clock_nets.png
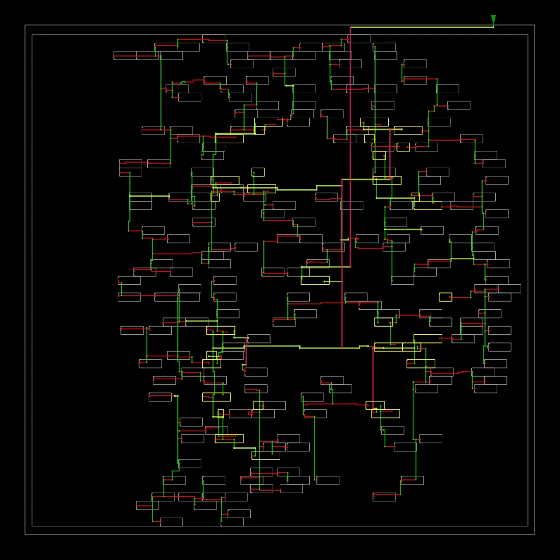
m2.png
Drawn at 2 px/um.
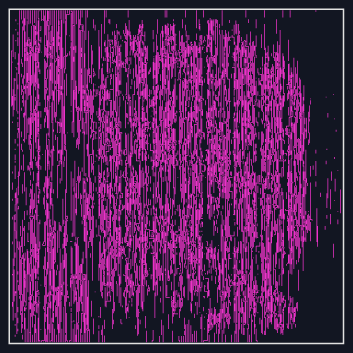
ff_map.png
Drawn at 2 px/um. Other sequential cells in the stronger gray, the rest of the logic in the fainter gray.
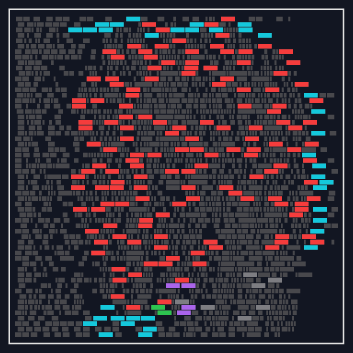
### src/rtl/mb_pkg.sv
// mb_pkg: shared types for the MBOX memory buffer (MB).
//   mb_src_t      - MB_IN_SEL load-source encoding (unlisted codes load zero)
//   mb_fill_t     - MB_DATA_SOURCE fill pattern for NXM/magic loads
//   mb_drain_st_t - drain state machine encoding
package mb_pkg;

  typedef enum logic [2:0] {
    MB_SRC_CSH = 3'd0,
    MB_SRC_AR  = 3'd2,
    MB_SRC_CHB = 3'd3,
    MB_SRC_MEM = 3'd4,
    MB_SRC_CCW = 3'd6
  } mb_src_t;

  typedef enum logic [1:0] {
    MB_FILL_ZERO   = 2'd0,
    MB_FILL_ONES   = 2'd1,
    MB_FILL_BADPAR = 2'd2,
    MB_FILL_KEEP   = 2'd3
  } mb_fill_t;

  typedef enum logic [1:0] {
    ST_IDLE    = 2'd0,
    ST_PRESENT = 2'd1,
    ST_ACK     = 2'd2,
    ST_DONE    = 2'd3
  } mb_drain_st_t;

endpackage

### src/rtl/mb_next_valid.sv
// mb_next_valid: combinational circular search over the MB valid flags.
// Returns the first index at or after 'start' (modulo WORDS) whose valid
// flag is set, plus a flag saying whether any word is valid at all.
// When nothing is valid, idx simply echoes start.
// Ports:
//   start [AW]      - first index to consider
//   valid [WORDS]   - per-word valid flags, index 0 leftmost
//   idx   [AW]      - first valid index found
//   any             - at least one flag set
module mb_next_valid #(
  parameter int WORDS = 4,
  localparam int AW = $clog2(WORDS)
) (
  input  logic [AW-1:0]    start,
  input  logic [0:WORDS-1] valid,
  output logic [AW-1:0]    idx,
  output logic             any
);

  // Scan from the farthest candidate back to start so the nearest hit is
  // the last one written. Index arithmetic wraps because WORDS is 2**AW.
  always_comb begin
    idx = start;
    any = |valid;
    for (int k = WORDS - 1; k >= 0; k--) begin
      if (valid[start + AW'(k)]) begin
        idx = start + AW'(k);
      end
    end
  end

endmodule

### src/rtl/mb_buffer.sv
// mb_buffer: four-word, 36-bit MBOX memory buffer with stored odd parity.
// Loads one word per MB_LOAD strobe from the MB_IN_SEL source, performs
// NXM/magic fills, drains valid words to memory and reports MB parity.
// Words are numbered PDP-10 style: bit 0 is the MSB.
//
// Optional feature: define MB_PAR_CHECK_EN to generate the sticky
// MB_PAR_ERR flag; otherwise MB_PAR_ERR is tied low.
//
// Ports:
//   clk, RESET            - clock, synchronous active-high reset
//   MB_IN_SEL, MB_SEL, MB_LOAD, *_D, *_P - normal load path
//   LOAD_MB_MAGIC, MB_DATA_SOURCE, MB_WD_SEL - magic fill path
//   WR_START, WR_FIRST, MEM_ACKN - drain control
//   MEM_DO, MEM_PO, MEM_WD, MEM_WR_VALID, WR_DONE - drain outputs
//   MB_VALID, MB_REQ_HOLD, MB_PAR_ODD, MB_00to17_PAR, MB_18to35_PAR,
//   MB_PAR_ERR            - status
//   dbg_state             - drain state machine state
//
// Drain handshake: while MEM_WR_VALID is high, MEM_DO/MEM_PO/MEM_WD hold
// the presented word steady; the word is consumed on the cycle MEM_ACKN
// is sampled high with MEM_WR_VALID high. MEM_ACKN is ignored otherwise.
module mb_buffer
  import mb_pkg::*;
#(
  parameter int WORDS = 4,
  parameter int WIDTH = 36,
  localparam int AW = $clog2(WORDS)
) (
  input  logic               clk,
  input  logic               RESET,
  input  logic [2:0]         MB_IN_SEL,
  input  logic [AW-1:0]      MB_SEL,
  input  logic               MB_LOAD,
  input  logic [0:WIDTH-1]   CSH_D,
  input  logic [0:WIDTH-1]   AR_D,
  input  logic [0:WIDTH-1]   CHB_D,
  input  logic [0:WIDTH-1]   MEM_D,
  input  logic [0:WIDTH-1]   CCW_D,
  input  logic               CSH_P,
  input  logic               AR_P,
  input  logic               CHB_P,
  input  logic               MEM_P,
  input  logic               CCW_P,
  input  logic               LOAD_MB_MAGIC,
  input  logic [1:0]         MB_DATA_SOURCE,
  input  logic [AW-1:0]      MB_WD_SEL,
  input  logic               WR_START,
  input  logic [AW-1:0]      WR_FIRST,
  input  logic               MEM_ACKN,
  output logic [0:WIDTH-1]   MEM_DO,
  output logic               MEM_PO,
  output logic [AW-1:0]      MEM_WD,
  output logic               MEM_WR_VALID,
  output logic               WR_DONE,
  output logic [0:WORDS-1]   MB_VALID,
  output logic               MB_REQ_HOLD,
  output logic               MB_PAR_ODD,
  output logic               MB_00to17_PAR,
  output logic               MB_18to35_PAR,
  output logic               MB_PAR_ERR,
  output mb_drain_st_t       dbg_state
);

  // Storage and its next-state copies.
  logic [0:WIDTH-1] mem_d [WORDS];
  logic [0:WIDTH-1] d_n   [WORDS];
  logic [0:WORDS-1] mem_p, p_n;
  logic [0:WORDS-1] valid_q, v_n;

  mb_drain_st_t     state_q, state_n;
  logic [AW-1:0]    ptr_q, ptr_n;
  logic [0:WIDTH-1] mem_do_q;
  logic             mem_po_q;

  logic [0:WIDTH-1] src_d;
  logic             src_p;
  logic             acked;
  logic             magic_same;

  logic [AW-1:0]    srch_start;
  logic [0:WORDS-1] srch_vec;
  logic [AW-1:0]    nv_idx;
  logic             nv_any;

  logic [0:WIDTH-1] sel_d;

  assign acked = (state_q == ST_PRESENT) && MEM_ACKN;
  // A magic load to the word a normal load also targets overrides it.
  assign magic_same = LOAD_MB_MAGIC && (MB_WD_SEL == MB_SEL);

  // Load source mux; unused select codes load zero with good odd parity.
  always_comb begin
    src_d = '0;
    src_p = 1'b1;
    case (MB_IN_SEL)
      MB_SRC_CSH: begin src_d = CSH_D; src_p = CSH_P; end
      MB_SRC_AR:  begin src_d = AR_D;  src_p = AR_P;  end
      MB_SRC_CHB: begin src_d = CHB_D; src_p = CHB_P; end
      MB_SRC_MEM: begin src_d = MEM_D; src_p = MEM_P; end
      MB_SRC_CCW: begin src_d = CCW_D; src_p = CCW_P; end
      default:    ;
    endcase
  end

  // Next storage contents. Order matters: the ack clears the presented
  // word's valid first, so a load to that same word re-validates it.
  always_comb begin
    d_n = mem_d;
    p_n = mem_p;
    v_n = valid_q;
    if (acked) begin
      v_n[ptr_q] = 1'b0;
    end
    if (MB_LOAD && !magic_same) begin
      d_n[MB_SEL] = src_d;
      p_n[MB_SEL] = src_p;
      v_n[MB_SEL] = 1'b1;
    end
    if (LOAD_MB_MAGIC) begin
      case (MB_DATA_SOURCE)
        MB_FILL_ZERO: begin
          d_n[MB_WD_SEL] = '0;
          p_n[MB_WD_SEL] = 1'b1;
          v_n[MB_WD_SEL] = 1'b1;
        end
        MB_FILL_ONES: begin
          d_n[MB_WD_SEL] = '1;
          p_n[MB_WD_SEL] = 1'b1;
          v_n[MB_WD_SEL] = 1'b1;
        end
        MB_FILL_BADPAR: begin
          p_n[MB_WD_SEL] = ~mem_p[MB_WD_SEL];
          v_n[MB_WD_SEL] = 1'b1;
        end
        default: ;
      endcase
    end
  end

  // Search setup: drain start scans from WR_FIRST; an ack scans from the
  // word after the current one over the post-ack flags (so a reloaded
  // current word comes last, after wrap-around); ACK re-confirms ptr.
  always_comb begin
    srch_start = ptr_q;
    srch_vec   = valid_q;
    case (state_q)
      ST_IDLE:    srch_start = WR_FIRST;
      ST_PRESENT: begin
        srch_start = ptr_q + AW'(1);
        srch_vec   = v_n;
      end
      default:    ;
    endcase
  end

  mb_next_valid #(.WORDS(WORDS)) u_next_valid (
    .start (srch_start),
    .valid (srch_vec),
    .idx   (nv_idx),
    .any   (nv_any)
  );

  // Drain state machine, next-state logic.
  always_comb begin
    state_n = state_q;
    ptr_n   = ptr_q;
    case (state_q)
      ST_IDLE: begin
        if (WR_START) begin
          if (nv_any) begin
            state_n = ST_PRESENT;
            ptr_n   = nv_idx;
          end else begin
            state_n = ST_DONE;
          end
        end
      end
      ST_PRESENT: begin
        if (MEM_ACKN) begin
          state_n = ST_ACK;
          if (nv_any) begin
            ptr_n = nv_idx;
          end
        end
      end
      ST_ACK: begin
        if (nv_any) begin
          state_n = ST_PRESENT;
          ptr_n   = nv_idx;
        end else begin
          state_n = ST_DONE;
        end
      end
      default: state_n = ST_IDLE;
    endcase
  end

  // The memory output register is loaded from the next pointer and the
  // next storage image, so it always shows word[ptr] including loads.
  always_ff @(posedge clk) begin
    if (RESET) begin
      for (int i = 0; i < WORDS; i++) begin
        mem_d[i] <= '0;
      end
      mem_p    <= '1;
      valid_q  <= '0;
      state_q  <= ST_IDLE;
      ptr_q    <= '0;
      mem_do_q <= '0;
      mem_po_q <= 1'b1;
    end else begin
      mem_d    <= d_n;
      mem_p    <= p_n;
      valid_q  <= v_n;
      state_q  <= state_n;
      ptr_q    <= ptr_n;
      mem_do_q <= d_n[ptr_n];
      mem_po_q <= p_n[ptr_n];
    end
  end

`ifdef MB_PAR_CHECK_EN
  logic par_err_q;
  // Sticky: a presented word with even total parity at ack time.
  always_ff @(posedge clk) begin
    if (RESET) begin
      par_err_q <= 1'b0;
    end else if (acked && !(^{mem_do_q, mem_po_q})) begin
      par_err_q <= 1'b1;
    end
  end
  assign MB_PAR_ERR = par_err_q;
`else
  assign MB_PAR_ERR = 1'b0;
`endif

  assign sel_d         = mem_d[MB_SEL];
  assign MB_PAR_ODD    = ^{sel_d, mem_p[MB_SEL]};
  assign MB_00to17_PAR = ^sel_d[0:WIDTH/2-1];
  assign MB_18to35_PAR = ^sel_d[WIDTH/2:WIDTH-1];

  assign MEM_DO       = mem_do_q;
  assign MEM_PO       = mem_po_q;
  assign MEM_WD       = ptr_q;
  assign MEM_WR_VALID = (state_q == ST_PRESENT);
  assign WR_DONE      = (state_q == ST_DONE);
  assign MB_REQ_HOLD  = (state_q != ST_IDLE);
  assign MB_VALID     = valid_q;
  assign dbg_state    = state_q;

endmodule

### config.mk
export PLATFORM = sky130hd
export DESIGN_NAME = mb_buffer
export DESIGN_NICKNAME = d
export VERILOG_FILES = /design/src/rtl/mb_pkg.sv /design/src/rtl/mb_next_valid.sv /design/src/rtl/mb_buffer.sv
export SDC_FILE = /design/constraint.sdc
export NUM_CORES = 1
export LEC_CHECK = 0
export ABC_AREA = 1
export CAP_MARGIN = 20
export CORE_MARGIN = 2
export CORE_UTILIZATION = 45
export DETAILED_ROUTE_END_ITERATION = 7
export PLACE_DENSITY = 0.75
export SYNTH_ARGS = -nofsm -noshare
export SYNTH_HDL_FRONTEND = slang
export SYNTH_SLANG_ARGS = --single-unit
### constraint.sdc
create_clock -name clk -period 3.35 [get_ports clk]
set_input_delay 0.8375 -clock clk [delete_from_list [all_inputs] [get_ports clk]]
set_output_delay 0.8375 -clock clk [all_outputs]
set_load 0.01 [all_outputs]
==> changes_impl.md <==
### Implementation results

- Ys async rst share: 0%
- Crit path max-delay family: XOR/XNOR gates
- Area of the mapped netlist: 11900 um^2
- Slack of the critical path: -568 ps
- Top cells by count, synth: nand2_1 (549), nor2_1 (240), dfxtp_1 (193)
- Total global-route track usage: 35.2%
- Tool warnings: 33
- Reg2reg path depth: 16
- Setup CP Type: in -> out
- Internal power: 5.88 mW
- Mapped Cells: 1885
- Area share, top type: between 30% and 40%
- Worst hold endpoint: mem_d[82]$_SDFF_PP0_
- Met3 GRT Util: slightly above 8%
- Fin nets: about 2500
- Slew @ Worst Pin: 823 ps
- Top cells, area: dfxtp_1 (33%), nand2_1 (17%), nor2_1 (7.6%)
- Post-synth EDFFs: 0
- Die height: about 170 um
- Worst slack, placed: -1580 ps
- Peak supply drop: 0.000402 V
- Slowest stage delay, CP: 260 ps
- Sw frac: 39.3%
- Setup TNS: -1640 ps
- # setup viols final: 3
- Drt first pass iters: 6
- Pin count of the biggest net entering global routing: roughly 110
- Logic area: 7290 um^2
- Remaining routing DRC violations: 0
- Minimum clock period: 3920 ps
- Routed vias/inst: 5.78
- Avg WL per Cell: just under 20 um
- YS warnings: 0
- CTS Hold Bufs: 0
- Busiest grt layer: met2
- Max-slew headroom: 45.1%
- Core area: 26000 um^2
- Worst Hold Launch: mem_d[82]$_SDFF_PP0_
- Grt ovf: 0
- Distinct cells, synth: 43
- Cell row count: 59
- Main synth FF type: dfxtp_1
- Share of cells above drive strength 1: about 16%
- Layout area overhead: 47.7%
- Sw power: 3.81 mW
- Ys flops: 193
- Die width: 166 um
- Final worst-path cycle share: 117%
- Initial antenna violation count: 4
- Critical path arrival: 3080 ps
- Clock share of power: 21.3%
- Max clock buf depth: 2
- GR Util met1: roughly 43%
- Buf/Inv on CP: 6
- DPL Wire Length: 35500 um
- Hold Fails Final Rpt: 0
- WHS Path Cells: 4
- Status: complete, but fails checks
- R2r startpoint: MEM_WD[0]$_SDFF_PP0_
- Cell leakage power: 7.95 nW
- Final count of pins violating max slew: 0
- Failing checks: setup timing
- Worst Path Max Fanout: 5
- Port Buffers: 252
- Yosys Instances: between 1500 and 2000
- Reg clk slew, reported paths: 70 ps
- Synth Seq Share: between 30% and 40%
- Fillers: 2197
- Sequential power share: approximately 28%
- Register-to-register setup slack: about 340 ps
- Clk_skew: roughly 14 ps
- FF/Latch Area: 3860 um^2
- IO Count: 254
- Synth Area per Inst: 6.29 um^2
- Post-route ant nets: 0
- Worst Path Required: 2510 ps
- DR iter-0 viols: approximately 2000
- Gate power share: 50.2%
- Clock sinks: 193
- Slowest cell on crit path: xor2_1
- Max Cap Viol: 0
- Pwr Density: 553 nW/um^2
- Startpoint types: input port
- Vias in the first global route: 14500
- Largest area contributor in the netlist: dfxtp_1
- H-Tree Depth: 4
- Pre-placement core utilization: approximately 46%
- TritonCTS clock tree: built
- FMAX: 255 MHz
- Die ar.: around 28000 um^2
- Overall power: a little under 10 mW
- Cell breakdown of the critical path: buf_12, buf_6, nor2_4, buf_6, buf_12, nand2_1, nand4_1, xnor2_2, buf_4, xor2_2, xor2_1, xor2_1, xor2_1, buf_2
- Worst flop-to-flop path endpoint: MEM_DO[0]$_SDFF_PP0_
- Worst path most repeated cell: xor2_1
- Synthesized Nets: around 2100
- RD Place Congestion: 1.00
- CP Capture Type: output pin
- Most frequent cell after synthesis: nand2_1
- Yosys Chip Area: approximately 12000 um^2
- RSZ-0062 raised after global routing: true
- Hold Path Class: reg -> reg
- Root buf cell: clkbuf_16
- First-pass GRT wire length: 77700 um
-- clock_nets.png (at the start) --
# clk buffers: 17
Num CTS Buffers: 17
Clock Latency Late Sink: 450 ps

-- m2.png (at the start) --
1995 nets have wire on it. The longest straight run is 85.0 um.
drt total wl: 51000 um
met2 usage: 57.3%
via count: 15200

-- ff_map.png (at the start) --
MEM_DO: drawn in cyan, flops 36, where spread over the die. mem_d: drawn in red, flops 144. MEM_WD: drawn in green, flops 2. mem_p: drawn in purple, flops 4, where bottom center.
Another 7 sequential cells are not colored.
Seq group: 2.77 mW
Final Core Density: 67.4%

-- state kept, by name (all words and copies together), names as in the netlist --
| signal | flops |
|---|---|
| MB_VALID | 4 |
| mem_d | 144 |
| dbg_state | 2 |
| MEM_DO | 36 |
| MEM_PO | 1 |
| MEM_WD | 2 |
| mem_p | 4 |
-- per-layer routing --
layer	wire [um]	up-vias	part of all wire, %
li1	-	7049	-
met1	18700	6862	37
met4	2620	0	5.1
met3	6230	203	12
met2	23500	1107	46
met5	0	-	0
-- final cells by class --
cell class | instances | area share (%)
tap | 335 | 2.39
multi-input combinational | 1461 | 41.6
clock buffer | 17 | 2.43
sequential | 193 | 22.1
antenna | 4 | 0.0571
timing repair inverter | 1 | 0.0500
inverter | 102 | 2.31
clock inverter | 15 | 0.943
timing repair buffer | 505 | 28.1
-- metrics by stage --
stage	instances	cell area, um^2	utilization (%)	hold slack [ps]
final	2633	17500	67.4	619
after global routing	2633	17500	67.4	663
after CTS	2626	17300	66.7	617
after detailed placement	2583	16500	63.5	603
after global placement	2583	16500	63.5	594
after floorplan	1885	11900	-	562
-- power groups by stage --
stage | Sequential, mW | Combinational [mW] | Clock [mW]
after detailed placement | 2.82 | 4.67 | 0
after global routing | 2.80 | 5.20 | 2.15
final | 2.77 | 4.87 | 2.06
after floorplan | 2.90 | 2.21 | 0
after global placement | 2.81 | 4.63 | 0
after CTS | 2.76 | 4.71 | 2.06
-- kinds of logic after synthesis --
group | after synthesis | synth area share (%)
xor gates and xnor gates | 54 | 3.99
DFF | 193 | 32.6
buffers and inverters | 231 | 7.94
other | 1 | 0.0316
adders and majority gates | 4 | 0.422
and+or+nand+nor | 998 | 34.7
AOI/OAI and AO/OA | 404 | 20.4
-- worst max path at each step --
stage / start / endpoint / slack [ps] / cells past startpoint
finish: MB_SEL[1] / MB_00to17_PAR / -570 / 14
CTS: MB_SEL[0] / MB_00to17_PAR / -480 / 15
global placement: MB_SEL[1] / MB_PAR_ODD / -1520 / 19
detailed placement: MB_SEL[1] / MB_PAR_ODD / -1580 / 19
floorplan: MB_SEL[0] / MB_PAR_ODD / 2 / 17
global route: MB_SEL[1] / MB_00to17_PAR / -660 / 14
-- placed cells by master (no fill, tap or decap), drive strengths merged --
cell	synthesis	layout
a221oi	38	38
nor2	244	244
ha	4	4
inv	98	105
buf	37	259
o22ai	5	5
o221ai	3	3
o2111ai	2	2
nand4	10	10
diode	0	4
clkbuf	92	17
a22oi	20	20
a21oi	125	125
o21bai	1	1
conb	1	1
clkdlybuf4s50	0	246
a21boi	21	21
nand2	553	553
o211ai	20	20
a221o	5	5
nor3	1	1
dfxtp	193	193
or2	8	8
a22o	1	1
clkinvlp	0	2
nand3	182	182
xnor2	24	24
xor2	30	30
o21ai	163	163
clkinv	4	11
-- tightest hold or removal path: cells and delay by family, from the launching register on --
family / cells / cell delay, ps
DFF: 1 / 300
and+or+nand+nor: 2 / 120
AOI/OAI and AO/OA: 1 / 100
buffers and inverters: 1 / 70
-- repair_timing --
action	CTS	global route
pin swaps	17	15
gates resized	59	34
endpoints found under the setup margin	42	40
setup buffers	10	2
cloned	2	1
Power is estimated from default activity; no workload was simulated.
